==> src/rtl/axi4l_pkg.sv <==
// ============================================================================
// Module : axi4l_pkg
// Brief  : Shared AXI4-Lite response codes and read-channel FSM state type.
// Rev    : 1.0 - initial release
// ============================================================================
`default_nettype none

package axi4l_pkg;

    localparam logic [1:0] RESP_OKAY   = 2'b00;
    localparam logic [1:0] RESP_SLVERR = 2'b10;

    typedef enum logic [1:0] {
        IDLE    = 2'd0,
        RD_REQ  = 2'd1,
        RD_WAIT = 2'd2,
        RESP    = 2'd3
    } rd_state_t;

endpackage

`default_nettype wire

==> src/rtl/s_axi4l_rd_timer.sv <==
// ============================================================================
// Module : s_axi4l_rd_timer
// Brief  : Wait-cycle counter; expired flags the last allowed enabled cycle.
// Rev    : 1.0 - initial release
// ============================================================================
`default_nettype none

module s_axi4l_rd_timer #(
    parameter int TIMEOUT = 15
) (
    input  logic clk,
    input  logic rst_n,
    input  logic i_clear,
    input  logic i_enable,
    output logic o_expired
);

    localparam int             CNT_W  = (TIMEOUT > 1) ? $clog2(TIMEOUT) : 1;
    localparam logic [CNT_W-1:0] c_last = CNT_W'(TIMEOUT - 1);

    logic [CNT_W-1:0] r_count;

    always_ff @(posedge clk or negedge rst_n) begin
        if (!rst_n) begin
            r_count <= '0;
        end else if (i_clear) begin
            r_count <= '0;
        end else if (i_enable && !o_expired) begin
            r_count <= r_count + CNT_W'(1);
        end
    end

    // Count 0 is the first enabled cycle, so TIMEOUT-1 marks the TIMEOUT-th one.
    assign o_expired = i_enable && (r_count == c_last);

endmodule

`default_nettype wire

==> src/rtl/s_axi4l_rd_channel.sv <==
// ============================================================================
// Module : s_axi4l_rd_channel
// Brief  : AXI4-Lite slave read channel bridging to a register-file read port.
//          Define S_AXI4L_RD_ADDR_CHECK_EN to reject misaligned/out-of-range reads.
// Rev    : 1.0 - initial release
// ============================================================================
`default_nettype none

module s_axi4l_rd_channel
    import axi4l_pkg::*;
#(
    parameter int ADDR_WIDTH = 32,
    parameter int DATA_WIDTH = 32,
    parameter int NUM_REGS   = 16,
    parameter int TIMEOUT    = 15
) (
    input  logic                  i_axi_clock,
    input  logic                  i_axi_aresetn,
    input  logic [ADDR_WIDTH-1:0] i_axi_araddr,
    input  logic [2:0]            i_axi_arprot,
    input  logic                  i_axi_araddr_valid,
    output logic                  o_axi_araddr_ready,
    output logic [DATA_WIDTH-1:0] o_axi_rdata,
    output logic [1:0]            o_axi_rresp,
    output logic                  o_axi_rvalid,
    input  logic                  i_axi_rready,
    output logic [ADDR_WIDTH-1:0] o_raddr,
    output logic                  o_rreq,
    input  logic [DATA_WIDTH-1:0] i_rdata,
    input  logic                  i_rvalid
);

    rd_state_t             r_state, w_state_next;
    logic                  r_arready, w_arready;
    logic                  r_rvalid, w_rvalid;
    logic [1:0]            r_rresp, w_rresp;
    logic [DATA_WIDTH-1:0] r_rdata, w_rdata;
    logic                  r_rreq, w_rreq;
    logic [ADDR_WIDTH-1:0] r_raddr, w_raddr;
    logic                  w_ar_hs, w_r_hs, w_addr_bad, w_expired;
    logic                  w_unused;

    // Protection bits carry no meaning for this register file.
    assign w_unused = &{1'b0, i_axi_arprot};

    assign w_ar_hs = i_axi_araddr_valid && r_arready;
    assign w_r_hs  = r_rvalid && i_axi_rready;

`ifdef S_AXI4L_RD_ADDR_CHECK_EN
    assign w_addr_bad = (i_axi_araddr[1:0] != 2'b00) ||
                        ((i_axi_araddr >> 2) >= ADDR_WIDTH'(NUM_REGS));
`else
    assign w_addr_bad = 1'b0;
`endif

    s_axi4l_rd_timer #(
        .TIMEOUT (TIMEOUT)
    ) u_timer (
        .clk       (i_axi_clock),
        .rst_n     (i_axi_aresetn),
        .i_clear   (r_state == RD_REQ),
        .i_enable  (r_state == RD_WAIT),
        .o_expired (w_expired)
    );

    always_ff @(posedge i_axi_clock or negedge i_axi_aresetn) begin
        if (!i_axi_aresetn) begin
            r_state   <= IDLE;
            r_arready <= 1'b0;
            r_rvalid  <= 1'b0;
            r_rresp   <= 2'b00;
            r_rdata   <= '0;
            r_rreq    <= 1'b0;
            r_raddr   <= '0;
        end else begin
            r_state   <= w_state_next;
            r_arready <= w_arready;
            r_rvalid  <= w_rvalid;
            r_rresp   <= w_rresp;
            r_rdata   <= w_rdata;
            r_rreq    <= w_rreq;
            r_raddr   <= w_raddr;
        end
    end

    always_comb begin
        w_state_next = r_state;
        unique case (r_state)
            IDLE:    if (w_ar_hs) w_state_next = w_addr_bad ? RESP : RD_REQ;
            RD_REQ:  w_state_next = RD_WAIT;
            RD_WAIT: if (i_rvalid || w_expired) w_state_next = RESP;
            RESP:    if (w_r_hs) w_state_next = IDLE;
            default: w_state_next = IDLE;
        endcase
    end

    // Next values of the registered outputs; rdata/rresp hold unless reloaded.
    always_comb begin
        w_arready = 1'b0;
        w_rreq    = 1'b0;
        w_rvalid  = r_rvalid;
        w_rresp   = r_rresp;
        w_rdata   = r_rdata;
        w_raddr   = r_raddr;
        unique case (r_state)
            IDLE: begin
                w_arready = 1'b1;
                if (w_ar_hs) begin
                    w_arready = 1'b0;
                    if (w_addr_bad) begin
                        w_rvalid = 1'b1;
                        w_rresp  = RESP_SLVERR;
                        w_rdata  = '0;
                    end else begin
                        w_rreq  = 1'b1;
                        w_raddr = i_axi_araddr;
                    end
                end
            end
            RD_REQ: ;
            RD_WAIT: begin
                if (i_rvalid) begin
                    w_rvalid = 1'b1;
                    w_rresp  = RESP_OKAY;
                    w_rdata  = i_rdata;
                end else if (w_expired) begin
                    w_rvalid = 1'b1;
                    w_rresp  = RESP_SLVERR;
                    w_rdata  = '0;
                end
            end
            RESP: begin
                if (w_r_hs) begin
                    w_rvalid  = 1'b0;
                    w_arready = 1'b1;
                end
            end
            default: ;
        endcase
    end

    assign o_axi_araddr_ready = r_arready;
    assign o_axi_rvalid       = r_rvalid;
    assign o_axi_rresp        = r_rresp;
    assign o_axi_rdata        = r_rdata;
    assign o_rreq             = r_rreq;
    assign o_raddr            = r_raddr;

endmodule

`default_nettype wire

==> config.mk <==
export PLATFORM = sky130hd
export DESIGN_NAME = s_axi4l_rd_channel
export DESIGN_NICKNAME = d
export VERILOG_FILES = /design/src/rtl/axi4l_pkg.sv /design/src/rtl/s_axi4l_rd_timer.sv /design/src/rtl/s_axi4l_rd_channel.sv
export SDC_FILE = /design/constraint.sdc
export NUM_CORES = 1
export LEC_CHECK = 0
export CAP_MARGIN = 10
export CORE_MARGIN = 2
export CORE_UTILIZATION = 40
export CTS_CLUSTER_DIAMETER = 60
export DETAILED_ROUTE_END_ITERATION = 10
export HOLD_SLACK_MARGIN = 0.05
export PLACE_DENSITY_LB_ADDON = 0.12
export SETUP_SLACK_MARGIN = 0.02
export SKIP_LAST_GASP = 1
export SYNTH_ARGS = -nofsm -noshare
export SYNTH_HDL_FRONTEND = slang
export SYNTH_SLANG_ARGS = --single-unit
==> constraint.sdc <==
create_clock -name i_axi_clock -period 1.8 [get_ports i_axi_clock]
set_input_delay 0.36 -clock i_axi_clock [delete_from_list [all_inputs] [get_ports i_axi_clock]]
set_output_delay 0.36 -clock i_axi_clock [all_outputs]
set_load 0.01 [all_outputs]
Figure 1. Signal wires on met1.
Scale bar: 20 um. Supply wires on this layer in gray.
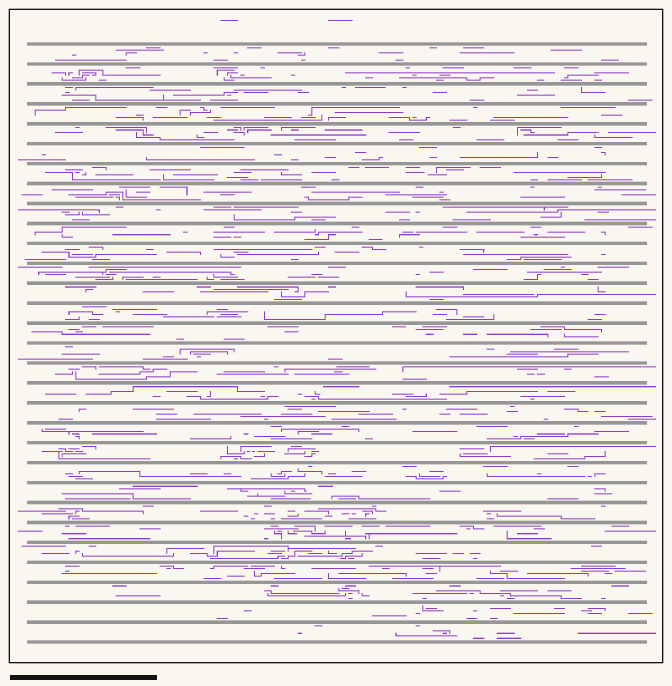
The longest straight run is 34.5 um. The layer carries 2960 um of wire.
vias: 2157
total wire length: 6.85 mm

Figure 2. M2 wires.
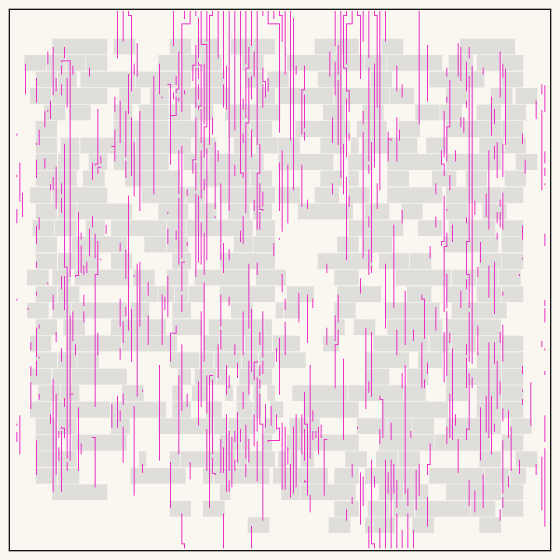
The wires run mostly vertical. 376 nets have wire on it.
GR Util met2: 0.262

Figure 3. M3 wires.
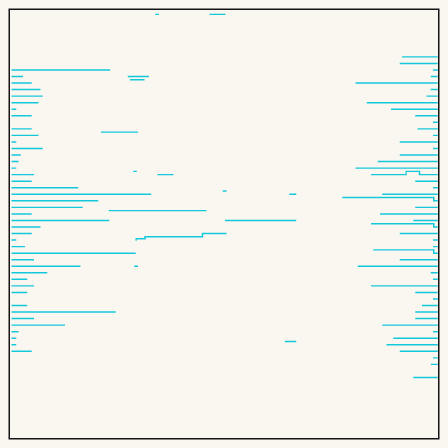
The layer carries 700 um of wire. 97 nets have wire on it. The wires run mostly horizontal.
GR met3 Demand/Resource: 0.0572

Figure 4. Cell classes on the final placement.
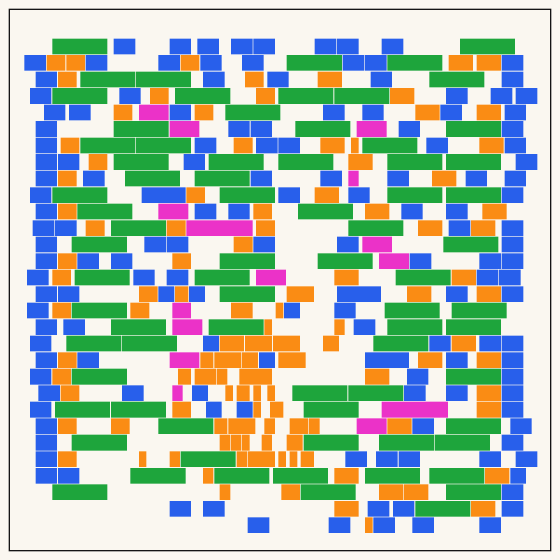
Key: clock drivers and dummy loads = magenta [cells 15]; flops = green [cells 74]; other buffers and delay cells = blue [cells 148]; combinational and other logic = orange [cells 111]
Seq/total area: 0.399
Finished Cell Area: 0.00464 sq mm
# rows: 30
core area: 0.00691 sq mm

==> impl_metrics.tcl <==
# metrics dict for downstream scripts
set metrics [dict create \
    status "finished, final reports clean" \
    grt_pass1_vias 2185 \
    tns_ps 0 \
    max_cap_violations 0 \
    grt_use_met1 0.224 \
    total_power_uw 7560 \
    synth_area_leader_cell "dfrtp_1" \
    m1WireLength_mm 2.96 \
    path_cells "clkdlybuf4s50_1" \
    nNonClkBuffers 148 \
    syn_area_sq_mm 0.00289 \
    wire_per_inst_um 15.4 \
    most-common-layout-cells "clkdlybuf4s50_1 (135), dfrtp_1 (74), mux2_2 (33)" \
    synth_seq_share 0.641 \
    crit_family "buffers and inverters" \
    ff_type "dfrtp_1" \
    grt_pass1_wl_mm 10.5 \
    die_w_um 89.0 \
    ant_nets 0 \
    cp-end-kind "primary output" \
    powerSeq_uw 2820 \
    rr_worst_depth 6 \
    grt_overflow_total 0 \
    layout.nonclk_buf_frac 0.321 \
    fp_nets 276 \
    p_leak_uw 0.00208 \
    die_h_um 89.0 \
    cp.required_ps 1440 \
    synth-edff-count 0 \
    powerClk_uw 1390 \
    dieArea_sq_mm 0.00791 \
    cp-start-kind "register" \
    antenna_found_initial 0 \
    tool_warnings 34 \
    syn2layout_area_growth_pct 60.8 \
    holdBufCountCts 1 \
    post_dp_cell_area_sq_mm 0.00441 \
    min_path_type "reg -> reg" \
    dr_wl_met2_mm 3.04 \
    fillers 536 \
    rsz0062_at_grt "false" \
    max_stage_delay_ps 560 \
    nonClockInverterCount 7 \
    cts_tree "built" \
    ys_types 29 \
    async_reset_ff_frac 1.00 \
    ys_ff 74 \
    ys_sh_xor 0 \
    dpl.hpwl_mm 4.90 \
    slew_violations 0 \
    ff_count 74 \
    htree_levels 3 \
    dp_slack_ps -29.7 \
    finalHoldViolCount 0 \
    p_sw_frac 0.297 \
    setup_viol 0 \
    logic_gates 104 \
    port_buffers 136 \
    yosysWarnings 0 \
    regArea_sq_mm 0.00185 \
    crit_type "reg -> out" \
    rrSetupSlack_ps 150 \
    fmax_mhz 599 \
    peakVddDrop_v 0.000828 \
    compound_area_frac 0.138 \
    nClkBuffers 10 \
    nWellTaps 96 \
    finalClockSkew_ps 11.6 \
    grt_use_total 0.173 \
    hp-start "o_axi_rresp[1]" \
    cp.depth 1 \
    netlist_instances 197 \
    simple_gate_share 0.0251 \
    timing.final.ws_setup_ps 131 \
    remaining_drc_errors 0 \
    dp_cells 428 \
    crit_path_end "o_axi_rvalid" \
    fp_util 0.418 \
    fin_hold_ws_ps 497 \
    routed.top_layer "met4" \
    drt-pass1-iter-count 6 \
    pwr-share-seq 0.373 \
    critPathSlowestCell "clkdlybuf4s50_1" \
    power-top-group "combinational logic" \
    area_leaders "dfrtp_1 (64%), mux2_2 (13%), a22o_1 (9.7%), ha_1 (3.0%), buf_2 (1.0%)" \
    wl_met3_um 699 \
    min_period_ps 1670 \
    comb_area_frac 0.203 \
    fin_util 0.672 \
    ioPinCount 141 \
    ys_area_sq_mm 0.00289 \
    place_congestion 0.717 \
    arrival_ps 1310 \
    mi_logic_area_sq_um 941 \
    cts.path.max_buffers 2 \
    cellPowerDensity_mw_per_mm2 1630 \
    hold_depth 2 \
    r2r-end "o_axi_rdata[2]" \
    cts_buffers 9 \
    most_common_cell "dfrtp_1" \
    clock_latency_ps 330 \
    viasPerCell 4.86 \
    syn_avg_cell_area_sq_um 14.7 \
    clkPwrFrac 0.184 \
    cp_max_fo 5 \
    cts_root_buffer "clkbuf_8" \
    largest_cell_class "registers" \
    cts.sinks 74 \
    fin_crit_sh 0.927 \
    cts_resized 0 \
    switchingPower_uw 2250 \
    antennaDiodeCount 0 \
    fin_cells 444 \
    clk_pin_slew_ps 70 \
    path_buffers 1 \
    startpoint "o_axi_rvalid" \
    fa_ha_area_frac 0.0303 \
    drive_gt1_frac 0.178 \
    top_usage_layer "met2" \
    cts_setup_buffers 0 \
    clkCellAreaFrac 0.0466 \
    p_comb_uw 3350 \
    yosys-top-cells-count "dfrtp_1 (74), mux2_2 (33), a22o_1 (32)" \
    nNetsFinal 423 \
    logic_family "AND-OR/OR-AND gates" \
    r2r_start "u_timer.r_count[0]" \
    lay_top_count "clkdlybuf4s50_1" \
    mux_share 0.129 \
    top_area_frac 0.641 \
    ys_cells 197 \
    internal-power_uw 5310 \
    combPwrFrac 0.443 \
    grt_max_degree 36 \
    holdPathEnd "o_axi_rresp[1]" \
    drt_iter0_drc 70 \
]
No activity file was given, so power comes from the tool's default toggle rates.
